## src/rtl/xbar_pipe.sv

```systemverilog
// xbar_pipe: NUM_PORT x NUM_PORT crossbar with one register stage per output and all-or-nothing multicast.
// Optional macro XBAR_CONFLICT_CHECK_EN adds a sticky err_conflict flag for multi-grant columns.
module xbar_pipe #(
  parameter int NUM_PORT = 5,
  parameter int DATA_W   = 64
) (
  input  logic                         clk,
  input  logic                         reset,
  input  logic [NUM_PORT*NUM_PORT-1:0] alloc_vec,
  input  logic [NUM_PORT*DATA_W-1:0]   din,
  input  logic [NUM_PORT-1:0]          din_valid,
  output logic [NUM_PORT-1:0]          din_ready,
  output logic [NUM_PORT*DATA_W-1:0]   dout,
  output logic [NUM_PORT-1:0]          dout_valid,
  input  logic [NUM_PORT-1:0]          dout_ready,
  output logic                         err_conflict
);

  localparam int LOG_NUM_PORT = ($clog2(NUM_PORT) < 1) ? 1 : $clog2(NUM_PORT);

  logic [NUM_PORT-1:0]     win_valid;
  logic [LOG_NUM_PORT-1:0] win_idx  [NUM_PORT];
  logic [NUM_PORT-1:0]     grant    [NUM_PORT];
  logic [NUM_PORT-1:0]     out_free;
  logic [NUM_PORT-1:0]     xfer;
  logic [NUM_PORT-1:0]     load;
  logic [DATA_W-1:0]       sel_data [NUM_PORT];

  always_comb begin
    win_valid = '0;
    out_free  = '0;
    din_ready = '0;
    xfer      = '0;
    load      = '0;
    for (int j = 0; j < NUM_PORT; j++) begin
      win_idx[j]  = '0;
      sel_data[j] = '0;
      grant[j]    = '0;
    end

    // Scan downwards so the lowest-index requester is the last (winning) write.
    for (int j = 0; j < NUM_PORT; j++) begin
      for (int i = NUM_PORT - 1; i >= 0; i--) begin
        if (alloc_vec[i*NUM_PORT + j]) begin
          win_valid[j] = 1'b1;
          win_idx[j]   = LOG_NUM_PORT'(i);
        end
      end
      out_free[j] = !dout_valid[j] || dout_ready[j];
    end

    for (int i = 0; i < NUM_PORT; i++) begin
      for (int j = 0; j < NUM_PORT; j++) begin
        grant[i][j] = win_valid[j] && (win_idx[j] == LOG_NUM_PORT'(i));
      end
    end

    // An input only proceeds when every output it owns can take the flit.
    for (int i = 0; i < NUM_PORT; i++) begin
      din_ready[i] = !reset && (|grant[i]) && !(|(grant[i] & ~out_free));
      xfer[i]      = din_valid[i] && din_ready[i];
    end

    for (int j = 0; j < NUM_PORT; j++) begin
      for (int i = 0; i < NUM_PORT; i++) begin
        if (grant[i][j]) begin
          load[j]     = xfer[i];
          sel_data[j] = din[i*DATA_W +: DATA_W];
        end
      end
    end
  end

  always_ff @(posedge clk) begin
    if (reset) begin
      dout_valid <= '0;
      dout       <= '0;
    end else begin
      for (int j = 0; j < NUM_PORT; j++) begin
        if (out_free[j]) begin
          dout_valid[j] <= load[j];
          if (load[j]) begin
            dout[j*DATA_W +: DATA_W] <= sel_data[j];
          end
        end
      end
    end
  end

`ifdef XBAR_CONFLICT_CHECK_EN
  logic                conflict;
  logic [NUM_PORT-1:0] col_seen;

  always_comb begin
    conflict = 1'b0;
    col_seen = '0;
    for (int i = 0; i < NUM_PORT; i++) begin
      for (int j = 0; j < NUM_PORT; j++) begin
        if (alloc_vec[i*NUM_PORT + j]) begin
          if (col_seen[j]) begin
            conflict = 1'b1;
          end
          col_seen[j] = 1'b1;
        end
      end
    end
  end

  always_ff @(posedge clk) begin
    if (reset) begin
      err_conflict <= 1'b0;
    end else if (conflict) begin
      err_conflict <= 1'b1;
    end
  end
`else
  assign err_conflict = 1'b0;
`endif

endmodule

```

## config.mk

```make
export PLATFORM = sky130hd
export DESIGN_NAME = xbar_pipe
export DESIGN_NICKNAME = d
export VERILOG_FILES = /design/src/rtl/xbar_pipe.sv
export SDC_FILE = /design/constraint.sdc
export NUM_CORES = 1
export LEC_CHECK = 0
export CAP_MARGIN = 20
export CORE_AREA = 2 2 270 272
export CTS_BUF_LIST = sky130_fd_sc_hd__clkbuf_4
export CTS_CLUSTER_SIZE = 12
export DETAILED_ROUTE_END_ITERATION = 8
export DIE_AREA = 0 0 272 274
export RECOVER_POWER = 100
export REMOVE_ABC_BUFFERS = 1
export SLEW_MARGIN = 15
export SYNTH_ARGS = -nofsm -noshare
export SYNTH_HDL_FRONTEND = slang
export SYNTH_SLANG_ARGS = --single-unit
```

## constraint.sdc

```tcl
create_clock -name clk -period 2.9 [get_ports clk]
set_input_delay 0.58 -clock clk [delete_from_list [all_inputs] [get_ports clk]]
set_output_delay 0.58 -clock clk [all_outputs]
set_load 0.02 [all_outputs]
```

Figure 1. The metal 2 layer.
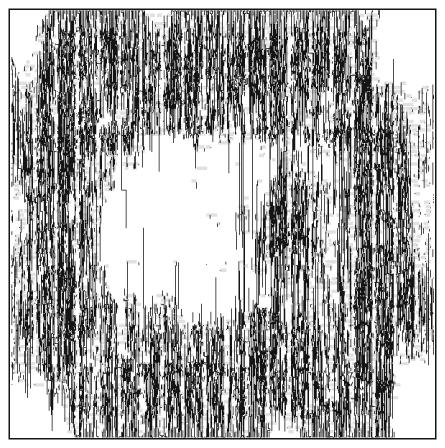
longest straight run: 95.5 µm
main direction: vertical
wire length on this layer: 57.2 mm

Figure 2. Met3 routing.
Bar = 100 µm.
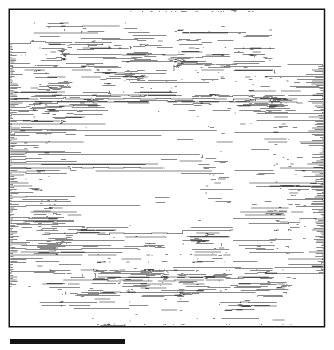
longest straight run: 145 µm
wire length on this layer: 14300 µm
nets with wire on the layer: 637
share of all routed wire: 11%

==> impl_results.rst <==
Synthesis and place-and-route
=============================

.. list-table::
   :header-rows: 1

   * - Metric
     - Value
   * - Die H
     - 274 µm
   * - Number of multi-input logic gates
     - 2443
   * - Initial antenna violation count
     - 27
   * - Post-synthesis chip area from yosys
     - 23600 µm²
   * - Most used cell along the critical path
     - buf_4
   * - Average wire per standard cell
     - 26.7 µm
   * - GRT Overall Usage
     - 32.7%
   * - Count leader, synth
     - nand2_1
   * - Taps Inserted
     - 959
   * - Worst clock skew on the final layout
     - 0.0670 ns
   * - Highest ir drop seen on vdd
     - 0.000304 V
   * - Global placement routability congestion
     - 0.894
   * - Post-layout instance area
     - 32600 µm²
   * - Width of the die
     - 272 µm
   * - Synthesized area
     - 23600 µm²
   * - Port buffer count
     - 686
   * - Layout buffer count excluding clock buffers
     - 842
   * - Largest stage delay on the critical path
     - 0.50 ns
   * - RSZ-0062 raised after global routing
     - true
   * - Total placed cells including tap cells
     - 4593
   * - IO Count
     - 688
   * - Reg-to-reg setup timing slack
     - 0.11 ns
   * - Worst reg2reg path depth
     - 10
   * - TritonCTS clock tree
     - built
   * - Sequential-to-total area share from yosys stat
     - 27.6%
   * - Number of logged tool warnings
     - 48
   * - Run status
     - complete, no violations
   * - Final #Nets
     - 4098
   * - Capture instance of the worst register-to-register path
     - dout[9]$_SDFFE_PP0P_
   * - Data arrival at the endpoint of the critical path
     - 2.29 ns
   * - Maximum number of pins on one net before global-route repair
     - 132
   * - Vias in the first global route
     - 26900
   * - Insertion delay at the late pin of the worst-skew pair
     - 0.89 ns
   * - Number of remaining DRC errors
     - 0
   * - Hold wc startpoint
     - alloc_vec[8]
   * - Hold slack
     - 0.443 ns
   * - Violation count after the first detailed-routing iteration
     - 3157
   * - Dominant Register Cell
     - dfxtp_1
   * - Type of destination of the critical path
     - output pin
   * - Met2 global-route usage
     - 51.1%
   * - Post-Syn Instances
     - 3153
   * - Combinational gate area
     - 15100 µm²
   * - Register cell area after layout
     - 6510 µm²
   * - Routed wire length
     - 128000 µm
   * - # diodes
     - 29
   * - Logic gate fraction of the total cell area
     - 46.2%
   * - Cell depth of the worst hold path
     - 5
   * - Cell types occupying the most area after synthesis
     - dfxtp_1 (28%), nand2_1 (7.2%), o21ai_0 (6.8%)
   * - Type of element launching the critical path
     - input port
   * - Final HPWL DP
     - 83600 µm
   * - Number of standard cells reported by yosys
     - 3153
   * - Clk sinks
     - 325
   * - Setup tns final
     - 0 ns
   * - First-pass GRT wire length
     - 184000 µm
## where the power goes
group,internal (mW),leakage [nW],switching (mW)
Clock,2.23,0.703,2.36
Combinational,2.17,10.1,3.05
Sequential,4.88,2.67,0.269
## sequential cells by signal, indices dropped and copies added, names as in the netlist
register,cells
dout,320
dout_valid,5
## repair_timing
action | 4_1_cts | 5_1_grt
endpoints found under the hold margin | 4 | 0
hold buffers | 1 | 0
pin swaps | 8 | 9
gates resized | 30 | 12
endpoints found under the setup margin | 5 | 5
setup buffers | 7 | 1
## critical path: cells and delay by family
family        cells  cell delay, ns
simple gates      4            0.91
buf+inv           3            0.79
## kinds of logic after synthesis
group,count (synthesis),synth area share (%)
DFF,325,27.6
buffers and inverters,385,7.30
other,1,0.0159
and+or+nand+nor,1087,20.6
AOI/OAI and AO/OA,1227,39.0
muxes,128,5.44
Power and IR drop assume default switching activity.
